--- src/rtl/ramp_step_gen_pkg.sv ---
// ramp_step_gen_pkg
// Shared motion definitions for the ramp/step generators: default widths,
// the minimum legal step period, and the sequencer state encoding.
package ramp_step_gen_pkg;

    localparam int W_DEF      = 32;  // period, step-count and timer width
    localparam int DW_DEF     = 16;  // signed per-step period delta width
    localparam int DT_MIN_DEF = 2;   // smallest period the output stage can follow

    typedef enum logic {
        IDLE = 1'b0,
        RUN  = 1'b1
    } state_t;

endpackage

--- src/rtl/ramp_step_gen_step_sat_add.sv ---
// step_sat_add
// Combinational period update: a + sign-extended d, clamped to
// [DT_MIN, 2^W-1]. The sum is formed two bits wider than W so that both
// the underflow (negative) and the overflow cases are visible before the
// clamp and nothing wraps.
// Ports:
//   a  in  W   current period (unsigned)
//   d  in  DW  signed delta
//   y  out W   clamped next period
module step_sat_add
    import ramp_step_gen_pkg::*;
#(
    parameter int W      = W_DEF,
    parameter int DW     = DW_DEF,
    parameter int DT_MIN = DT_MIN_DEF
) (
    input  logic [W-1:0]  a,
    input  logic [DW-1:0] d,
    output logic [W-1:0]  y
);

    localparam logic signed [W+1:0] LO = (W+2)'(DT_MIN);
    localparam logic signed [W+1:0] HI = {2'b00, {W{1'b1}}};

    logic signed [W+1:0] sum;

    always_comb begin
        sum = $signed({2'b00, a}) + $signed({{(W+2-DW){d[DW-1]}}, d});
        if (sum < LO) begin
            y = W'(DT_MIN);
        end else if (sum > HI) begin
            y = '1;
        end else begin
            y = sum[W-1:0];
        end
    end

endmodule

--- src/rtl/ramp_step_gen.sv ---
// ramp_step_gen
// Step strobe generator whose period changes by a constant signed delta
// after every step. A one-deep shadow command register lets the next
// segment start on the exact clock the current one finishes.
// Optional build macro: MOTION_POS_COUNTER_EN adds a signed position
// counter (pos) with synchronous clear (pos_clr).
// Ports:
//   clk, reset                 clock, async active-high reset
//   cmd_dt/ddt/steps/dir       segment command fields
//   cmd_valid / cmd_ready      command handshake (ready = shadow empty)
//   abort                      sync abort, clears active and shadow
//   steps, dt, dir             active segment status
//   stopped                    no segment active
//   step_stb, done             one-cycle step and segment-complete pulses
//   pos_clr, pos               position counter (macro only)
module ramp_step_gen
    import ramp_step_gen_pkg::*;
#(
    parameter int W      = W_DEF,
    parameter int DW     = DW_DEF,
    parameter int DT_MIN = DT_MIN_DEF
) (
    input  logic                clk,
    input  logic                reset,
    input  logic [W-1:0]        cmd_dt,
    input  logic [DW-1:0]       cmd_ddt,
    input  logic [W-1:0]        cmd_steps,
    input  logic                cmd_dir,
    input  logic                cmd_valid,
    output logic                cmd_ready,
    input  logic                abort,
`ifdef MOTION_POS_COUNTER_EN
    input  logic                pos_clr,
    output logic signed [W-1:0] pos,
`endif
    output logic [W-1:0]        steps,
    output logic [W-1:0]        dt,
    output logic                dir,
    output logic                stopped,
    output logic                step_stb,
    output logic                done
);

    state_t         state, state_nxt;
    logic [W-1:0]   timer;
    logic [DW-1:0]  ddt;
    logic           sh_valid;
    logic [W-1:0]   sh_dt;
    logic [DW-1:0]  sh_ddt;
    logic [W-1:0]   sh_steps;
    logic           sh_dir;
    logic           load;
    logic [W-1:0]   dt_sat;

    step_sat_add #(.W(W), .DW(DW), .DT_MIN(DT_MIN)) u_sat (
        .a (dt),
        .d (ddt),
        .y (dt_sat)
    );

    assign cmd_ready = !sh_valid;

    always_ff @(posedge clk or posedge reset) begin
        if (reset) begin
            state <= IDLE;
        end else begin
            state <= state_nxt;
        end
    end

    // A segment ends either on its last strobe or, for a zero-step segment,
    // on the first RUN cycle. Either way the shadow is pulled in on the same
    // edge so chained segments have no gap.
    always_comb begin
        state_nxt = state;
        step_stb  = 1'b0;
        done      = 1'b0;
        load      = 1'b0;
        if (abort) begin
            state_nxt = IDLE;
        end else begin
            case (state)
                IDLE: begin
                    if (sh_valid) begin
                        load      = 1'b1;
                        state_nxt = RUN;
                    end
                end
                RUN: begin
                    if (steps == '0) begin
                        done = 1'b1;
                        if (sh_valid) load = 1'b1;
                        else          state_nxt = IDLE;
                    end else if (timer == W'(1)) begin
                        step_stb = 1'b1;
                        if (steps == W'(1)) begin
                            done = 1'b1;
                            if (sh_valid) load = 1'b1;
                            else          state_nxt = IDLE;
                        end
                    end
                end
                default: state_nxt = IDLE;
            endcase
        end
    end

    always_ff @(posedge clk or posedge reset) begin
        if (reset) begin
            steps    <= '0;
            dt       <= '0;
            ddt      <= '0;
            dir      <= 1'b0;
            timer    <= '0;
            stopped  <= 1'b1;
            sh_valid <= 1'b0;
            sh_dt    <= '0;
            sh_ddt   <= '0;
            sh_steps <= '0;
            sh_dir   <= 1'b0;
        end else if (abort) begin
            steps    <= '0;
            stopped  <= 1'b1;
            sh_valid <= 1'b0;
        end else begin
            if (load) begin
                steps    <= sh_steps;
                dt       <= sh_dt;
                ddt      <= sh_ddt;
                dir      <= sh_dir;
                timer    <= sh_dt;
                sh_valid <= 1'b0;
            end else if (step_stb) begin
                steps <= steps - W'(1);
                dt    <= dt_sat;
                timer <= dt_sat;
            end else if (state == RUN) begin
                timer <= timer - W'(1);
            end
            // Accept and load are exclusive: accept needs an empty shadow,
            // load needs a full one.
            if (cmd_valid && !sh_valid) begin
                sh_valid <= 1'b1;
                sh_dt    <= (cmd_dt < W'(DT_MIN)) ? W'(DT_MIN) : cmd_dt;
                sh_ddt   <= cmd_ddt;
                sh_steps <= cmd_steps;
                sh_dir   <= cmd_dir;
            end
            stopped <= (state_nxt == IDLE);
        end
    end

`ifdef MOTION_POS_COUNTER_EN
    always_ff @(posedge clk or posedge reset) begin
        if (reset) begin
            pos <= '0;
        end else if (pos_clr) begin
            pos <= '0;
        end else if (step_stb) begin
            pos <= dir ? pos + W'(1) : pos - W'(1);
        end
    end
`endif

endmodule

--- config.mk ---
export PLATFORM = sky130hd
export DESIGN_NAME = ramp_step_gen
export DESIGN_NICKNAME = d
export VERILOG_FILES = /design/src/rtl/ramp_step_gen_pkg.sv /design/src/rtl/ramp_step_gen_step_sat_add.sv /design/src/rtl/ramp_step_gen.sv
export SDC_FILE = /design/constraint.sdc
export NUM_CORES = 1
export LEC_CHECK = 0
export CAP_MARGIN = 5
export CORE_MARGIN = 4
export CORE_UTILIZATION = 55
export CTS_CLUSTER_SIZE = 25
export DETAILED_ROUTE_END_ITERATION = 7
export MAX_ROUTING_LAYER = met4
export PLACE_DENSITY = 0.77
export SYNTH_ARGS = -nofsm -noshare
export SYNTH_HDL_FRONTEND = slang
export SYNTH_SLANG_ARGS = --single-unit
--- constraint.sdc ---
create_clock -name clk -period 19.4 [get_ports clk]
set_input_delay 3.88 -clock clk [delete_from_list [all_inputs] [get_ports clk]]
set_output_delay 3.88 -clock clk [all_outputs]
set_load 0.02 [all_outputs]
layer_met1.png
Scale bar: 50 um. Supply wires on this layer in gray.
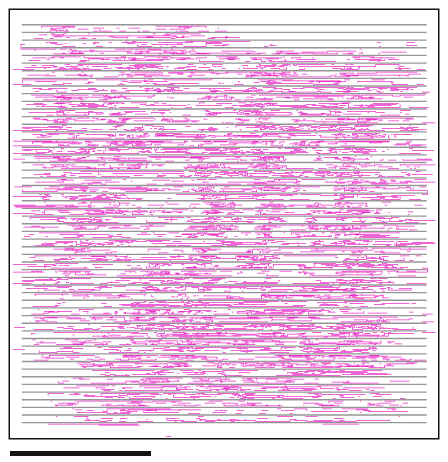
wire length on this layer: 14600 um
nets with wire on the layer: 1319
longest straight run: 52.4 um
total detailed-routing wirelength: 34.0 mm
vias after detailed routing: 10177

congestion.png
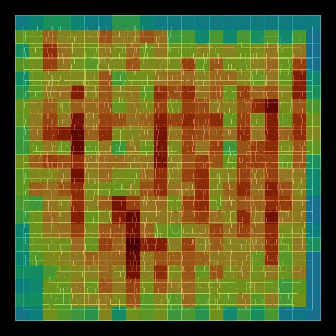
fraction of met1 tracks used by global routing: 40.0%
met3 Track Usage GR: 6.19%
post-layout utilization of the core: 67.7%

==> Implementation_results.wiki <==
== Implementation results ==
{| class="wikitable"
! Metric !! Value
|-
| Top cell class by occupied area || combinational gates
|-
| Post CTS Setup Buffer Count || 0
|-
| Top flip-flop cell by instance count after synthesis || sky130_fd_sc_hd__dfrtp_1
|-
| Crit path arrival time || 5.79 ns
|-
| Total number of placement rows || 52
|-
| Critical path class || primary input to output pin
|-
| Chip Height || 152 um
|-
| Setup TNS || 0 ns
|-
| Number of setup violations in the final report || 0
|-
| Overall chip area || 23100 sq um
|-
| Number of I/O pins || 154
|-
| Area fraction in and, or, nand and nor cells || 18.9%
|-
| Hold Buf Count CTS || 0
|-
| Antenna diodes || 1
|-
| Leak Pwr || 5.65 nW
|-
| Hold Vio Cnt, Final || 0
|-
| Number of signal-net buffers in the layout || 162
|-
| Final min period || 9.67 ns
|-
| Setup slack after placement || 9.75 ns
|-
| Final hold slack || 0.502 ns
|-
| Core ar. || 20400 sq um
|-
| Worst Setup Start Kind || primary input
|-
| Area of all sequential standard cells || 4930 sq um
|-
| Worst min-delay path class || register to register
|-
| Total routing usage reported by global routing || 30.1%
|-
| Init Core Util || 56.1%
|-
| Tot Pwr || 1.75 mW
|-
| Post-synth seq share || 43.2%
|-
| Yosys warning count || 0
|-
| Outcome || completed
|-
| Fraction of area in clock buffers and inverters || 4.60%
|-
| Adder Share, Synth || 4.23%
|-
| Syn-to-layout area delta || 20.7%
|-
| Launching instance or port of the critical path || abort
|-
| Non-Clock Inverter Count || 21
|-
| Post-synth EDFFs || 0
|-
| Instance area after placement || 13200 sq um
|-
| Via-to-Cell Ratio || 6.38
|-
| Max-slew headroom || 29.9%
|-
| Number of filler instances in the final layout || 1604
|}
logic_types.png
Scale bar: 50 um.
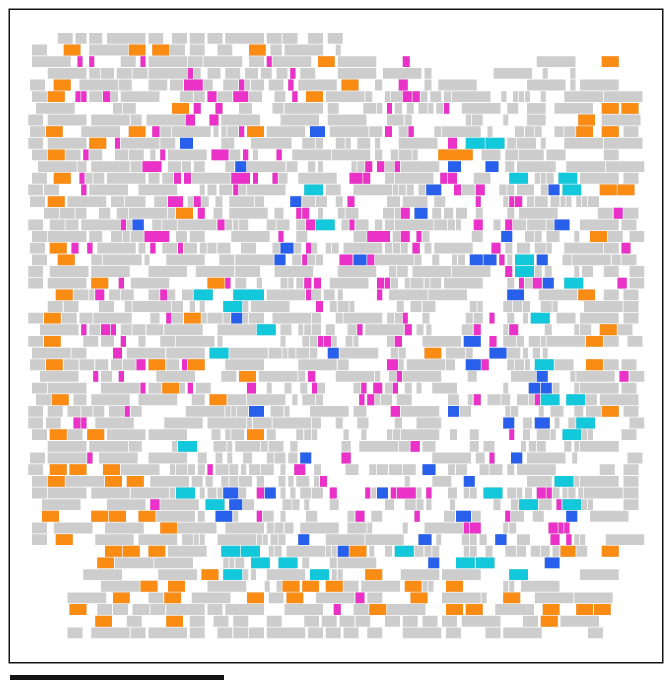
legend:
  blue:
    family: AND-OR and OR-AND gates
    cells: 49
    most_used: a21o_1
  cyan:
    family: adder and majority cells
    cells: 38
    most_used: ha_1
  orange:
    family: multiplexers
    cells: 96
    most_used: mux2_2
    where: widely spread
  magenta:
    family: NOR gates
    cells: 174
    most_used: nor2_1
    where: widely spread
proportion of cell area occupied by multi-input gates: 45.0%
post-route insts no fill: 1595
Top cell excl fill/tap: sky130_fd_sc_hd__dfrtp_1

layer_met3.png
Scale bar: 50 um.
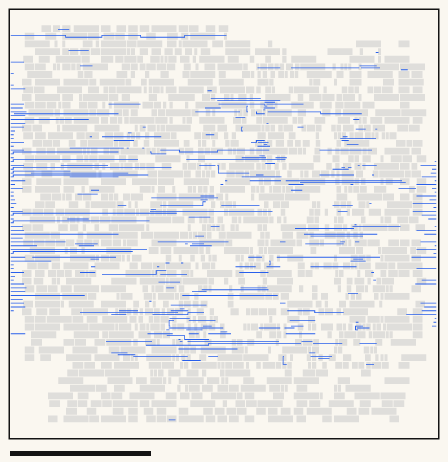
main direction: horizontal
wire length on this layer: 2570 um
longest straight run: 58.0 um
nets with wire on the layer: 214

==> metal layers <==
metal  up-vias  share of wire (%)  track usage (%)
met5         -                  0                -
met3        66                7.6             6.19
li1       4693                  -                -
met4         0                2.5             8.90
met2       436                 47             47.1
met1      4982                 43             40.0
==> tightest hold or removal path: stages (launching register included) <==
cell                      delay (ns)
sky130_fd_sc_hd__dfrtp_1        0.35
sky130_fd_sc_hd__nand2_1        0.05
sky130_fd_sc_hd__o21ai_0        0.06
==> synthesized netlist by cell type, types with 16 or more instances <==
cell type	n	area [sq um]
sky130_fd_sc_hd__buf_2	17	85.1
sky130_fd_sc_hd__inv_1	21	78.8
sky130_fd_sc_hd__mux2_2	94	1060
sky130_fd_sc_hd__clkbuf_1	31	116
sky130_fd_sc_hd__ha_1	37	463
sky130_fd_sc_hd__nand3_1	30	150
sky130_fd_sc_hd__nand2_1	144	541
sky130_fd_sc_hd__a22oi_1	20	150
sky130_fd_sc_hd__nor4_1	30	188
sky130_fd_sc_hd__dfrtp_1	196	4900
sky130_fd_sc_hd__a211oi_1	25	188
sky130_fd_sc_hd__o21ai_0	70	350
sky130_fd_sc_hd__a21o_1	16	120
sky130_fd_sc_hd__xnor2_1	23	201
sky130_fd_sc_hd__nor3_1	44	220
sky130_fd_sc_hd__a21oi_1	58	290
sky130_fd_sc_hd__or3_1	19	119
sky130_fd_sc_hd__nand4_1	17	106
sky130_fd_sc_hd__nand2b_1	16	100
sky130_fd_sc_hd__nor2_1	82	308
==> sequential cells by signal, summed over array words and instances, names as in the netlist <==
signal    cells
sh_dt        32
sh_ddt       16
timer        32
ddt          16
dir           1
sh_steps     32
steps        32
dt           32
sh_dir        1
sh_valid      1
state         1
stopped       1
Power figures rest on the tool's default switching activity, not on a simulated workload.
